==> run_1/class_map.png <==
The bar under the picture is 20 um long.
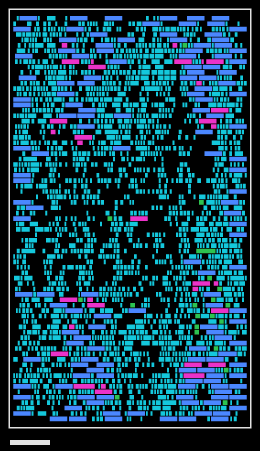
==> run_1/congestion_map.png <==
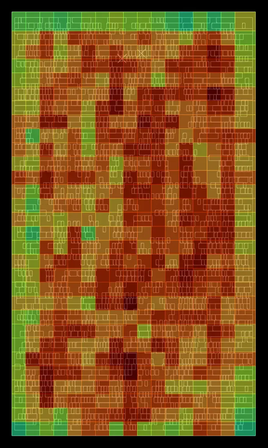
==> run_1/ff_map.png <==
The bar under the picture is 20 um long. Other sequential cells in the stronger grey, the rest of the logic in the fainter grey.
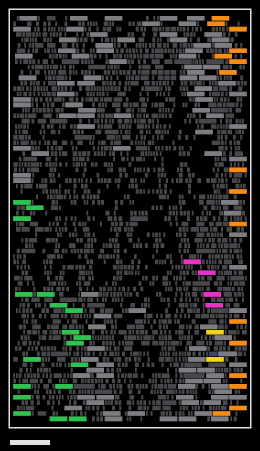
[src/rtl/cordic_iter_engine_pkg.sv]
// Shared types and elaboration-time helpers for the iterative CORDIC engine.
package cordic_iter_engine_pkg;

  typedef enum logic [1:0] {
    S_IDLE  = 2'd0,
    S_ROT   = 2'd1,
    S_SCALE = 2'd2,
    S_DONE  = 2'd3
  } state_t;

  localparam logic [15:0] K_CONST_DEFAULT = 16'h9B75;

  // pi scaled by 2^60; the arctangent series below uses the same scale
  localparam longint PI_Q60 = 64'sd3622009729038561421;

  // round(atan(2^-i)/pi * 2^(width-1)), via the Taylor series of atan in Q60
  function automatic int atan_ba(input int i, input int width);
    longint acc;
    longint term;
    longint den;
    if (i == 0) return 1 << (width - 3);
    acc = 0;
    for (int k = 1; i * k <= 60; k += 2) begin
      term = (longint'(1) << (60 - i * k)) / longint'(k);
      if ((((k - 1) / 2) % 2) == 0) acc = acc + term;
      else acc = acc - term;
    end
    den = PI_Q60 >>> (width - 1);
    return int'((acc + den / 2) / den);
  endfunction

  function automatic longint saturate(input longint v, input int width);
    longint hi;
    longint lo;
    hi = (longint'(1) << (width - 1)) - 1;
    lo = -(longint'(1) << (width - 1));
    if (v > hi) return hi;
    if (v < lo) return lo;
    return v;
  endfunction

endpackage

[src/rtl/cordic_iter_engine_microrot.sv]
// One combinational CORDIC micro-rotation; the caller registers the results.
module cordic_iter_engine_microrot #(
  parameter int WIDTH = 16,
  parameter int IW    = WIDTH + 2,
  parameter int CW    = 4
) (
  input  logic signed [IW-1:0]    x,
  input  logic signed [IW-1:0]    y,
  input  logic signed [WIDTH-1:0] z,
  input  logic [CW-1:0]           i,
  input  logic                    d,
  input  logic signed [WIDTH-1:0] atan,
  output logic signed [IW-1:0]    x_next,
  output logic signed [IW-1:0]    y_next,
  output logic signed [WIDTH-1:0] z_next
);

  logic signed [IW-1:0] x_sh;
  logic signed [IW-1:0] y_sh;

  assign x_sh = x >>> i;
  assign y_sh = y >>> i;

  // d = 1 selects the +1 direction; z wraps naturally at WIDTH bits
  assign x_next = d ? (x - y_sh) : (x + y_sh);
  assign y_next = d ? (y + x_sh) : (y - x_sh);
  assign z_next = d ? (z - atan) : (z + atan);

endmodule

[src/rtl/cordic_iter_engine.sv]
// Iterative CORDIC: one micro-rotation per clock, then optional bit-serial
// multiply by K, with valid/ready on both sides.
module cordic_iter_engine
  import cordic_iter_engine_pkg::*;
#(
  parameter int WIDTH = 16,
  parameter int ITERS = 14,
  parameter int COMP  = 1,
  parameter logic [WIDTH-1:0] K_CONST = WIDTH'(K_CONST_DEFAULT)
) (
  input  logic                    clk,
  input  logic                    rst,
  input  logic                    in_valid,
  output logic                    in_ready,
  input  logic                    mode,
  input  logic signed [WIDTH-1:0] x_in,
  input  logic signed [WIDTH-1:0] y_in,
  input  logic signed [WIDTH-1:0] z_in,
  output logic                    out_valid,
  input  logic                    out_ready,
  output logic signed [WIDTH-1:0] x_out,
  output logic signed [WIDTH-1:0] y_out,
  output logic signed [WIDTH-1:0] z_out
);

  localparam int IW = WIDTH + 2;
  localparam int CW = $clog2(WIDTH);
  localparam int NT = 2 ** CW;

  state_t                 state;
  logic [CW-1:0]          cnt;
  logic                   mode_r;
  logic signed [IW-1:0]   x_r;
  logic signed [IW-1:0]   y_r;
  logic signed [WIDTH-1:0] z_r;
  logic signed [IW-1:0]   ax;
  logic signed [IW-1:0]   ay;

  logic signed [WIDTH-1:0] atan_tab [NT];
  logic signed [WIDTH-1:0] atan_cur;
  logic                    d;
  logic signed [IW-1:0]    x_nx;
  logic signed [IW-1:0]    y_nx;
  logic signed [WIDTH-1:0] z_nx;

  logic [CW:0]             sh;
  logic [CW-1:0]           kidx;
  logic                    k_bit;
  logic signed [IW-1:0]    ax_nx;
  logic signed [IW-1:0]    ay_nx;

  for (genvar g = 0; g < NT; g++) begin : g_atan
    localparam int A = (g < ITERS) ? atan_ba(g, WIDTH) : 0;
    assign atan_tab[g] = WIDTH'(A);
  end

  assign atan_cur = atan_tab[cnt];
  assign d        = mode_r ? y_r[IW-1] : ~z_r[WIDTH-1];

  cordic_iter_engine_microrot #(
    .WIDTH (WIDTH),
    .IW    (IW),
    .CW    (CW)
  ) u_microrot (
    .x      (x_r),
    .y      (y_r),
    .z      (z_r),
    .i      (cnt),
    .d      (d),
    .atan   (atan_cur),
    .x_next (x_nx),
    .y_next (y_nx),
    .z_next (z_nx)
  );

  // Bit j of the scale pass weighs K's bit WIDTH-1-j with a shift of j+1
  assign sh    = {1'b0, cnt} + 1'b1;
  assign kidx  = CW'(WIDTH - 1) - cnt;
  assign k_bit = K_CONST[kidx];
  assign ax_nx = k_bit ? (ax + (x_r >>> sh)) : ax;
  assign ay_nx = k_bit ? (ay + (y_r >>> sh)) : ay;

  always_ff @(posedge clk or posedge rst) begin
    if (rst) begin
      state     <= S_IDLE;
      in_ready  <= 1'b1;
      out_valid <= 1'b0;
      x_out     <= '0;
      y_out     <= '0;
      z_out     <= '0;
      cnt       <= '0;
      mode_r    <= 1'b0;
      x_r       <= '0;
      y_r       <= '0;
      z_r       <= '0;
      ax        <= '0;
      ay        <= '0;
    end else begin
      unique case (state)
        S_IDLE: begin
          if (in_valid && in_ready) begin
            mode_r   <= mode;
            x_r      <= {{2{x_in[WIDTH-1]}}, x_in};
            y_r      <= {{2{y_in[WIDTH-1]}}, y_in};
            z_r      <= z_in;
            cnt      <= '0;
            in_ready <= 1'b0;
            state    <= S_ROT;
          end
        end
        S_ROT: begin
          x_r <= x_nx;
          y_r <= y_nx;
          z_r <= z_nx;
          if (cnt == CW'(ITERS - 1)) begin
            cnt   <= '0;
            ax    <= '0;
            ay    <= '0;
            state <= (COMP != 0) ? S_SCALE : S_DONE;
          end else begin
            cnt <= cnt + 1'b1;
          end
        end
        S_SCALE: begin
          if (cnt == CW'(WIDTH - 1)) begin
            x_r   <= ax_nx;
            y_r   <= ay_nx;
            cnt   <= '0;
            state <= S_DONE;
          end else begin
            ax  <= ax_nx;
            ay  <= ay_nx;
            cnt <= cnt + 1'b1;
          end
        end
        S_DONE: begin
          // First DONE cycle registers the saturated result; later cycles hold it
          if (!out_valid) begin
            x_out     <= WIDTH'(saturate(longint'(x_r), WIDTH));
            y_out     <= WIDTH'(saturate(longint'(y_r), WIDTH));
            z_out     <= z_r;
            out_valid <= 1'b1;
          end else if (out_ready) begin
            out_valid <= 1'b0;
            in_ready  <= 1'b1;
            state     <= S_IDLE;
          end
        end
        default: state <= S_IDLE;
      endcase
    end
  end

endmodule

[config.mk]
export PLATFORM = sky130hd
export DESIGN_NAME = cordic_iter_engine
export DESIGN_NICKNAME = d
export VERILOG_FILES = /design/src/rtl/cordic_iter_engine_pkg.sv /design/src/rtl/cordic_iter_engine_microrot.sv /design/src/rtl/cordic_iter_engine.sv
export SDC_FILE = /design/constraint.sdc
export NUM_CORES = 1
export LEC_CHECK = 0
export ABC_AREA = 1
export CAP_MARGIN = 20
export CORE_ASPECT_RATIO = 1.75
export CORE_UTILIZATION = 60
export DETAILED_ROUTE_END_ITERATION = 6
export DONT_BUFFER_PORTS = 1
export MAX_ROUTING_LAYER = met4
export PLACE_DENSITY = 0.76
export SYNTH_ARGS = -nofsm -noshare
export SYNTH_HDL_FRONTEND = slang
export SYNTH_SLANG_ARGS = --single-unit
[constraint.sdc]
create_clock -name clk -period 11.6 [get_ports clk]
set_input_delay 1.74 -clock clk [delete_from_list [all_inputs] [get_ports clk]]
set_output_delay 1.74 -clock clk [all_outputs]
set_load 0.005 [all_outputs]
==> impl_metrics.toml, run 1 <==
# flow metrics
[outcome]
run_status = "complete, but fails checks"
violations = "DRC"

[final_timing]
slew-limit-headroom = 0.2825
finalCritPeriodShare = 0.5418
maxClockFrequency_ghz = 0.1591
setup_total_negative_slack_ps = 0
timing.final.crit_period_ps = 6285
max_slew.worst_pin.slew_ps = 1076
final.setup_skew_ps = 10.10
rsz0062_at_grt = "false"
hold_viol_final = 0
setup_viol_count_final = 0
timing.final.max_slew_violations = 0

[detailed_routing]
post-route-drc-count = 3
route.met2.wl_um = 25040
dr_wl_met3_um = 3985
final_antenna_net_count = 0
avgViaCountPerCell = 6.258
detailed_router_iteration_count_before_antenna_repair = 7
finalWirelength_um = 51890
topRoutingLayerUsed = "met4"
routed_wire_length_per_instance_um = 20.27
initialDrtViolationCount = 1530
vias = 16021
total_routed_wire_length_on_the_met1_layer_um = 19050

[cells_and_area]
filler_cell_count = 2243
finish.net_count = 2392
final_layout_size_suffix_gt1_frac = 0.06400
layout_stage_area_growth_over_the_synthesis_result_pct = 4.288
commonest_non_fill_non_tap_cell_in_the_layout = "nand2_1"
lay_top_cells = "616 x nand2_1, 264 x o21ai_0, 202 x nand3_1"

[global_route]
grt_pass1_vias = 15300
number_of_antenna_violations_at_the_first_check_in_global_routing = 1
overflow = 0
grt_util_met2 = 0.7025
global_route_wire_length_before_repair_um = 81200
grt_max_degree = 84

[clock_tree]
clock_sinks = 145
cts_hold_buffers_added = 0
cts-root-to-sink-buffers = 2
cts_tree = "yes"
cts-resized-gates = 0
worst_setup_hold_path_clk_slew_ps = 70
cts_buffers = 17
clock_tree.htree_level_count = 4
post-cts-setup-buffers = 0
ctsRootBufferMaster = "clkbuf_16"
worst_skew_pair.late_latency_ps = 470

[critical_path]
crit_required_ps = 11960
cp_slowest_stage_delay_ps = 1110
reg2reg_slack_ps = 5310
worstReg2RegStart = "cnt[0]$_DFFE_PP0P_"
timing.critical_path.arrival_ps = 6640
end_kind = "register"
end_of_the_worst_register_to_register_path = "y_r[12]$_DFFE_PP0P_"
timing.critical_path.from_type = "register"
ff2ff_path_depth = 27
cp_max_fanout = 53
critical-path-slowest-cell = "ha_1"
critical_path_class = "register to register"
cpMostUsedCell = "nand2_1"

[yosys]
synthesis.area_mm2 = 0.01476
basic_gates_by_area = 0.3142
synth.lib_cells_used.distinct = 58
synthFlopType = "dfrtp_1"
adder_share_synth = 0.08898
yosys-mux-area-fraction = 0.002797
post-synth-top-area-fraction = 0.2441
synth_nets = 2454
ys_warn_count = 0
yosys_area_mm2 = 0.01476
synthAoiAreaFrac = 0.2212
ys.flops = 145
synth-cells-yosys = 2299
yosys.area_share.xor_xnor = 0.03915
synth.yosys.seq_area_share = 0.2458
synthDominantAreaCellType = "dfrtp_1"
post_synth_inst_count = 2299
synth.avg_cell_area_um2 = 6.422
edf_count = 0
ys_async_sr_fraction = 1.000
post_synth_main_area_contributors = "dfrtp_1 24%, nand2_1 16%, o21ai_0 9.0%, ha_1 8.2%, nand3_1 6.8%"
top_logic_kind = "simple AND/OR/NAND/NOR gates"

[floorplan]
floorplan.initialDensity = 0.6146
core_area_mm2 = 0.02402
die_y_um = 209.5
die-area_mm2 = 0.02526
rows = 75
die_width_um = 120.6
num_io_pins = 103

[min_path]
type_of_the_worst_min_delay_path = "register to register"
worst_hold_startpoint = "y_out[4]$_DFFE_PP0P_"
min_delay_path_depth = 2
hold-path-endpoint = "y_out[4]$_DFFE_PP0P_"

[placed_design]
gp_congestion = 1.052
port-buffer-count = 0
detailedPlacementHpwl_um = 39550

[flow_run]
maxCapViolations = 0
warning_count = 34
Notes on class_map.png above:
| class | colour | cells | share of their area |
|---|---|---|---|
| remaining buffers and delay cells | green | 20 | 1.1% |
| clock drivers and dummy loads | magenta | 32 | 3.9% |
| registers | blue | 145 | 24% |
| remaining logic cells | cyan | 2053 | 71% |

Notes on congestion_map.png above:
layer with the highest usage: met2
gr usage total: 0.4326
met1 routing resource usage after global routing: 0.4717
GR Layer Usage met3: 0.08777
Final Core Density: 0.6409

Notes on ff_map.png above:
| netlist name | colour | flops |
|---|---|---|
| ay | green | 18 |
| state | yellow | 2 |
| z_out | orange | 16 |
| cnt | magenta | 4 |
not coloured: 105
Sequential cell area: 0.003630 mm2
Seq area share: 0.2357

==> run 1: through the flow <==
step / hold slack [ps] / cell area [um2] / worst slack [ps] / std cells
3_5_place_dp: 503.2 / 14780 / 4941 / 2525
5_1_grt: 546.2 / 15390 / 4776 / 2559
2_1_floorplan: 465.4 / 14760 / 5967 / 2299
3_3_place_gp: 492.3 / 14780 / 5112 / 2525
4_1_cts: 517.6 / 15360 / 4907 / 2557
6_report: 516.7 / 15400 / 5315 / 2560
==> run 1: sequential cells by signal (all words and copies together), names as in the netlist, 16 cells and up <==
register / flops
ax: 18
z_out: 16
z_r: 16
x_out: 16
y_r: 18
ay: 18
y_out: 16
x_r: 18
==> run 1: worst max-delay path by stage <==
stage / cells after the start / from / slack [ps] / endpoint
floorplan: 1 / rst / 5970 / ax[0]$_DFFE_PP0P_
global placement: 26 / cnt[1]$_DFFE_PP0P_ / 5110 / y_r[12]$_DFFE_PP0P_
detailed placement: 26 / cnt[1]$_DFFE_PP0P_ / 4940 / y_r[12]$_DFFE_PP0P_
CTS: 26 / cnt[1]$_DFFE_PP0P_ / 4910 / y_r[12]$_DFFE_PP0P_
global route: 26 / cnt[0]$_DFFE_PP0P_ / 4780 / x_r[8]$_DFFE_PP0P_
finish: 27 / cnt[0]$_DFFE_PP0P_ / 5310 / y_r[12]$_DFFE_PP0P_
==> run 1: worst max-delay path, delay by kind of cell (launching register included) <==
kind / cells / cell delay [ps]
adders and majority gates: 3 / 1750
muxes: 1 / 240
AOI/OAI and AO/OA: 5 / 890
buffers and inverters: 5 / 1710
and+or+nand+nor: 13 / 1220
DFF: 1 / 320
==> run 1: Yosys cell counts (4+ instances only) <==
library cell	instances
a211oi_1	7
a21o_1	6
a21oi_1	171
a21oi_2	6
a31oi_1	10
and2_1	4
buf_1	4
buf_2	18
buf_4	6
buf_6	13
clkbuf_1	60
clkinv_1	4
dfrtp_1	144
fa_1	5
ha_1	97
inv_1	186
inv_2	15
nand2_1	616
nand2_2	23
nand3_1	202
nand3_2	5
nand3b_1	8
nand4_1	9
nor2_1	177
nor2_2	8
nor3_1	12
o211ai_1	48
o21a_1	6
o21ai_0	265
o21ai_1	29
o221ai_1	5
o22ai_1	13
or2_2	15
xnor2_1	23
xor2_1	43
==> run 1: cell type report <==
| cell class | count | area (um2) | share of cell area |
|---|---|---|---|
| multi-input cells | 1847 | 9841 | 0.6391 |
| clock inverters | 14 | 156.4 | 0.01016 |
| diodes | 2 | 5.005 | 0.0003250 |
| clock buffers | 18 | 429.2 | 0.02787 |
| repair buffers | 20 | 170.2 | 0.01105 |
| flip-flops and latches | 145 | 3630 | 0.2357 |
| inverters | 206 | 780.7 | 0.05071 |
| well taps | 308 | 385.4 | 0.02503 |
==> run_1/gates.png <==
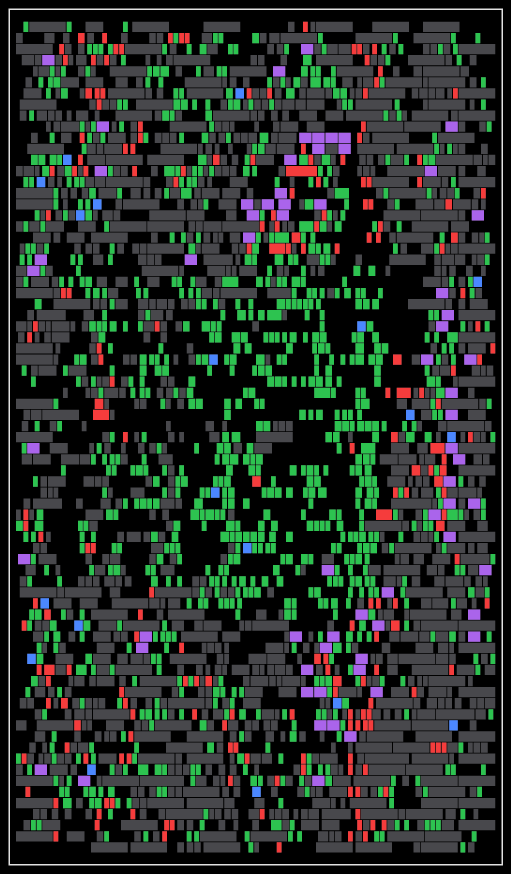

==> run 2: changes to the inputs <==
Settings changed: PLACE_DENSITY 0.76 to 0.79.
Clock period 11.6 ns to 5.42 ns, I/O delays scaled along.
==> run_2/gates.png <==
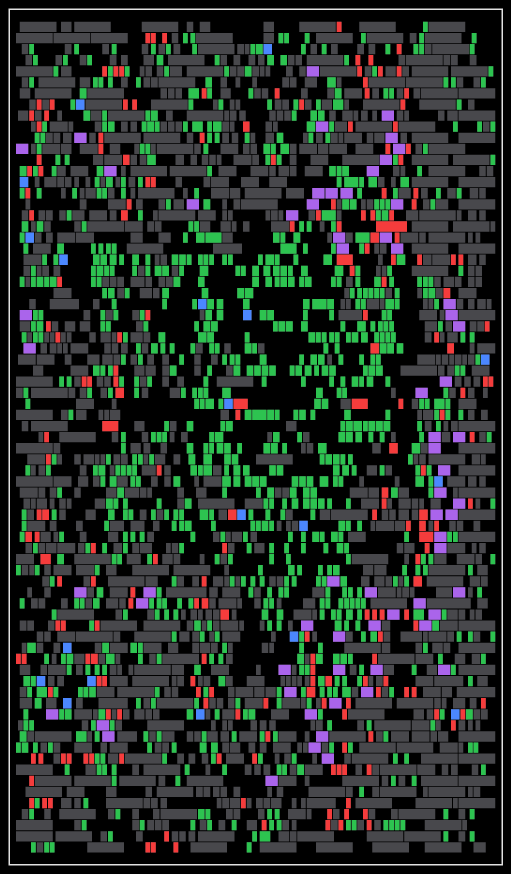
| family | colour | cells | most used | where |
|---|---|---|---|---|
| and/or cells | blue | 19 | or2_2 | widely spread |
| nor cells | red | 205 | nor2_1 | widely spread |
| xor and xnor cells | purple | 66 | xor2_1 | widely spread |
| nand cells | green | 865 | nand2_1 | widely spread |

==> run_2/congestion_map.png <==
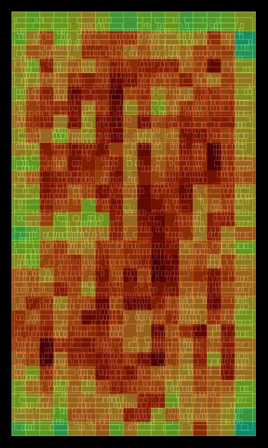
GR Layer Usage met2: 0.7243
met1 routing resource usage after global routing: 0.4662
wire per inst: 20.42 um
GR Layer Usage met3: 0.07853
Final Core Density: 0.6441

==> run 2 against run 1 <==
Compared with the run above: critical path type unchanged; worst setup slack worse by 4600 ps; non-clock buffer count rose by 12; global-route usage increased by 0.33 points; routed wire length is 1.1% higher; the flow now finishes without violations; fmax up 33%.
==> impl_metrics.toml, run 2 <==
# flow metrics
[detailed_routing]
post-route-drc-count = 0
initialDrtViolationCount = 1371
total_routed_wire_length_on_the_met1_layer_um = 18850
topRoutingLayerUsed = "met4"
finalWirelength_um = 52480
detailed_router_iteration_count_before_antenna_repair = 7
dr_wl_met3_um = 4167
route.met2.wl_um = 25540
vias = 15868
final_antenna_net_count = 0

[final_timing]
maxClockFrequency_ghz = 0.2116
final.setup_skew_ps = 8.548
timing.final.crit_period_ps = 4726
hold_viol_final = 0
max_slew.worst_pin.slew_ps = 1046
timing.final.max_slew_violations = 0
setup_total_negative_slack_ps = 0
rsz0062_at_grt = "false"
setup_viol_count_final = 0
whs_ps = 223.9
slew-limit-headroom = 0.3013
finalCritPeriodShare = 0.8719

[flow_run]
warning_count = 34
maxCapViolations = 0

[clock_tree]
worst_setup_hold_path_clk_slew_ps = 70
clock_sinks = 145
cts_buffers = 17
cts-root-to-sink-buffers = 2
clock_tree.htree_level_count = 4
cts_hold_buffers_added = 0
worst_skew_pair.late_latency_ps = 460
post-cts-setup-buffers = 0

[floorplan]
rows = 75
die_y_um = 209.5
core_area_mm2 = 0.02402
die_width_um = 120.6
floorplan.initialDensity = 0.6146
num_io_pins = 103

[min_path]
type_of_the_worst_min_delay_path = "input pin to async pin"

[global_route]
global_route_wire_length_before_repair_um = 81810
grt_pass1_vias = 15493
grt_max_degree = 64
globalRouteTotalUtil = 0.4359
overflow = 0

[critical_path]
critical_path.top_delay_family = "simple AND/OR/NAND/NOR gates"
crit_required_ps = 5820
timing.critical_path.from_type = "register"
timing.critical_path.arrival_ps = 5130
critical-path-slowest-cell = "nor2_1"
cpMostUsedCell = "nand2_1"
crit_buf_inv = 3
critical_path_class = "register to register"
cp_cell_sequence = "nor2_1 > nand3_1 > nand2_1 > inv_2 > nand2_1 > inv_2 > nand2_1 > nor2_2 > nor2_1 > a21oi_1 > xor2_1 > inv_1 > ha_1 > nand2_1 > o21ai_0 > a21oi_1 > o21ai_0 > nor2_1 > a21oi_1 > o21ai_0 > a21oi_1 > nand3b_1 > nand2_1 > nand2_1"
cp_max_fanout = 25

[cells_and_area]
postLayoutCellArea_mm2 = 0.01547
lay_top_cells = "616 x nand2_1, 264 x o21ai_0, 202 x nand3_1"
layout_stage_area_growth_over_the_synthesis_result_pct = 4.805
flop_area_mm2 = 0.003630
finish.net_count = 2404
insertedDiodeCount = 0
final_layout_size_suffix_gt1_frac = 0.06897
layout.area.comb_mm2 = 0.009841
filler_cell_count = 2314
commonest_non_fill_non_tap_cell_in_the_layout = "nand2_1"

[yosys]
synth.avg_cell_area_um2 = 6.422
synth-cells-yosys = 2299
ys_warn_count = 0
netlist.top_cell.by_instances = "nand2_1"
adder_share_synth = 0.08898
yosys.area_share.xor_xnor = 0.03915
post_synth_main_area_contributors = "dfrtp_1 24%, nand2_1 16%, o21ai_0 9.0%, ha_1 8.2%, nand3_1 6.8%"
synthAoiAreaFrac = 0.2212
netlist_top_cells_count = "616 x nand2_1, 265 x o21ai_0, 202 x nand3_1, 186 x inv_1, 177 x nor2_1"
basic_gates_by_area = 0.3142
yosys_area_mm2 = 0.01476
yosys-mux-area-fraction = 0.002797
synth_nets = 2454
post-synth-top-area-fraction = 0.2441
synthFlopType = "dfrtp_1"
ys_async_sr_fraction = 1.000
synthesis.area_mm2 = 0.01476
post_synth_inst_count = 2299
ys.flops = 145
synth.lib_cells_used.distinct = 58
top_logic_kind = "simple AND/OR/NAND/NOR gates"

[outcome]
run_status = "finished, final reports clean"

[placed_design]
port-buffer-count = 0
detailedPlacementHpwl_um = 40490
gp_congestion = 1.130
post_dp_cell_area_mm2 = 0.01485
[run 2: cell families (layout without fill, tap and decap cells)]
| logic type | count (synthesis) | count (layout) |
|---|---|---|
| AND/OR/NAND/NOR | 1089 | 1089 |
| flip-flops | 145 | 145 |
| adder cells (fa/ha/maj) | 102 | 102 |
| buffers and inverters | 307 | 270 |
| AND-OR/OR-AND | 586 | 586 |
| multiplexers | 4 | 4 |
| XOR/XNOR | 66 | 66 |
[run 2: final cells by class]
class / instances / area share
multi-input cells: 1847 / 0.6360
clock inverters: 13 / 0.008167
well taps: 308 / 0.02490
repair buffers: 32 / 0.01730
inverters: 206 / 0.05046
clock buffers: 19 / 0.02862
flip-flops and latches: 145 / 0.2346
[run 2: per-layer routing]
layer  GRT usage  up-vias
met1      0.4662     7260
met2      0.7243      745
met4      0.3018        0
met5           -        -
met3     0.07853      239
li1            -     7624
[run 2: worst paths after layout]
path / start / to / slack [ps] / depth (start not counted)
worst max register to register: cnt[3]$_DFFE_PP0P_ / y_r[12]$_DFFE_PP0P_ / 690 / 24
worst max-delay path: cnt[3]$_DFFE_PP0P_ / y_r[12]$_DFFE_PP0P_ / 690 / 24
worst min-delay path: rst / z_out[1]$_DFFE_PP0P_ / 220 / 1
worst min register to register: z_out[1]$_DFFE_PP0P_ / z_out[1]$_DFFE_PP0P_ / 520 / 2
max in group asynchronous: rst / ax[17]$_DFFE_PP0P_ / 4120 / 2
min in group clk: x_in[3] / x_r[3]$_DFFE_PP0P_ / 500 / 2
[run 2: through the flow]
step | instances | setup WS, ps
global route | 2570 | 327.3
global placement | 2535 | 816.5
detailed placement | 2535 | 830.8
CTS | 2567 | 796.5
floorplan | 2299 | 714.0
finish | 2570 | 694.4
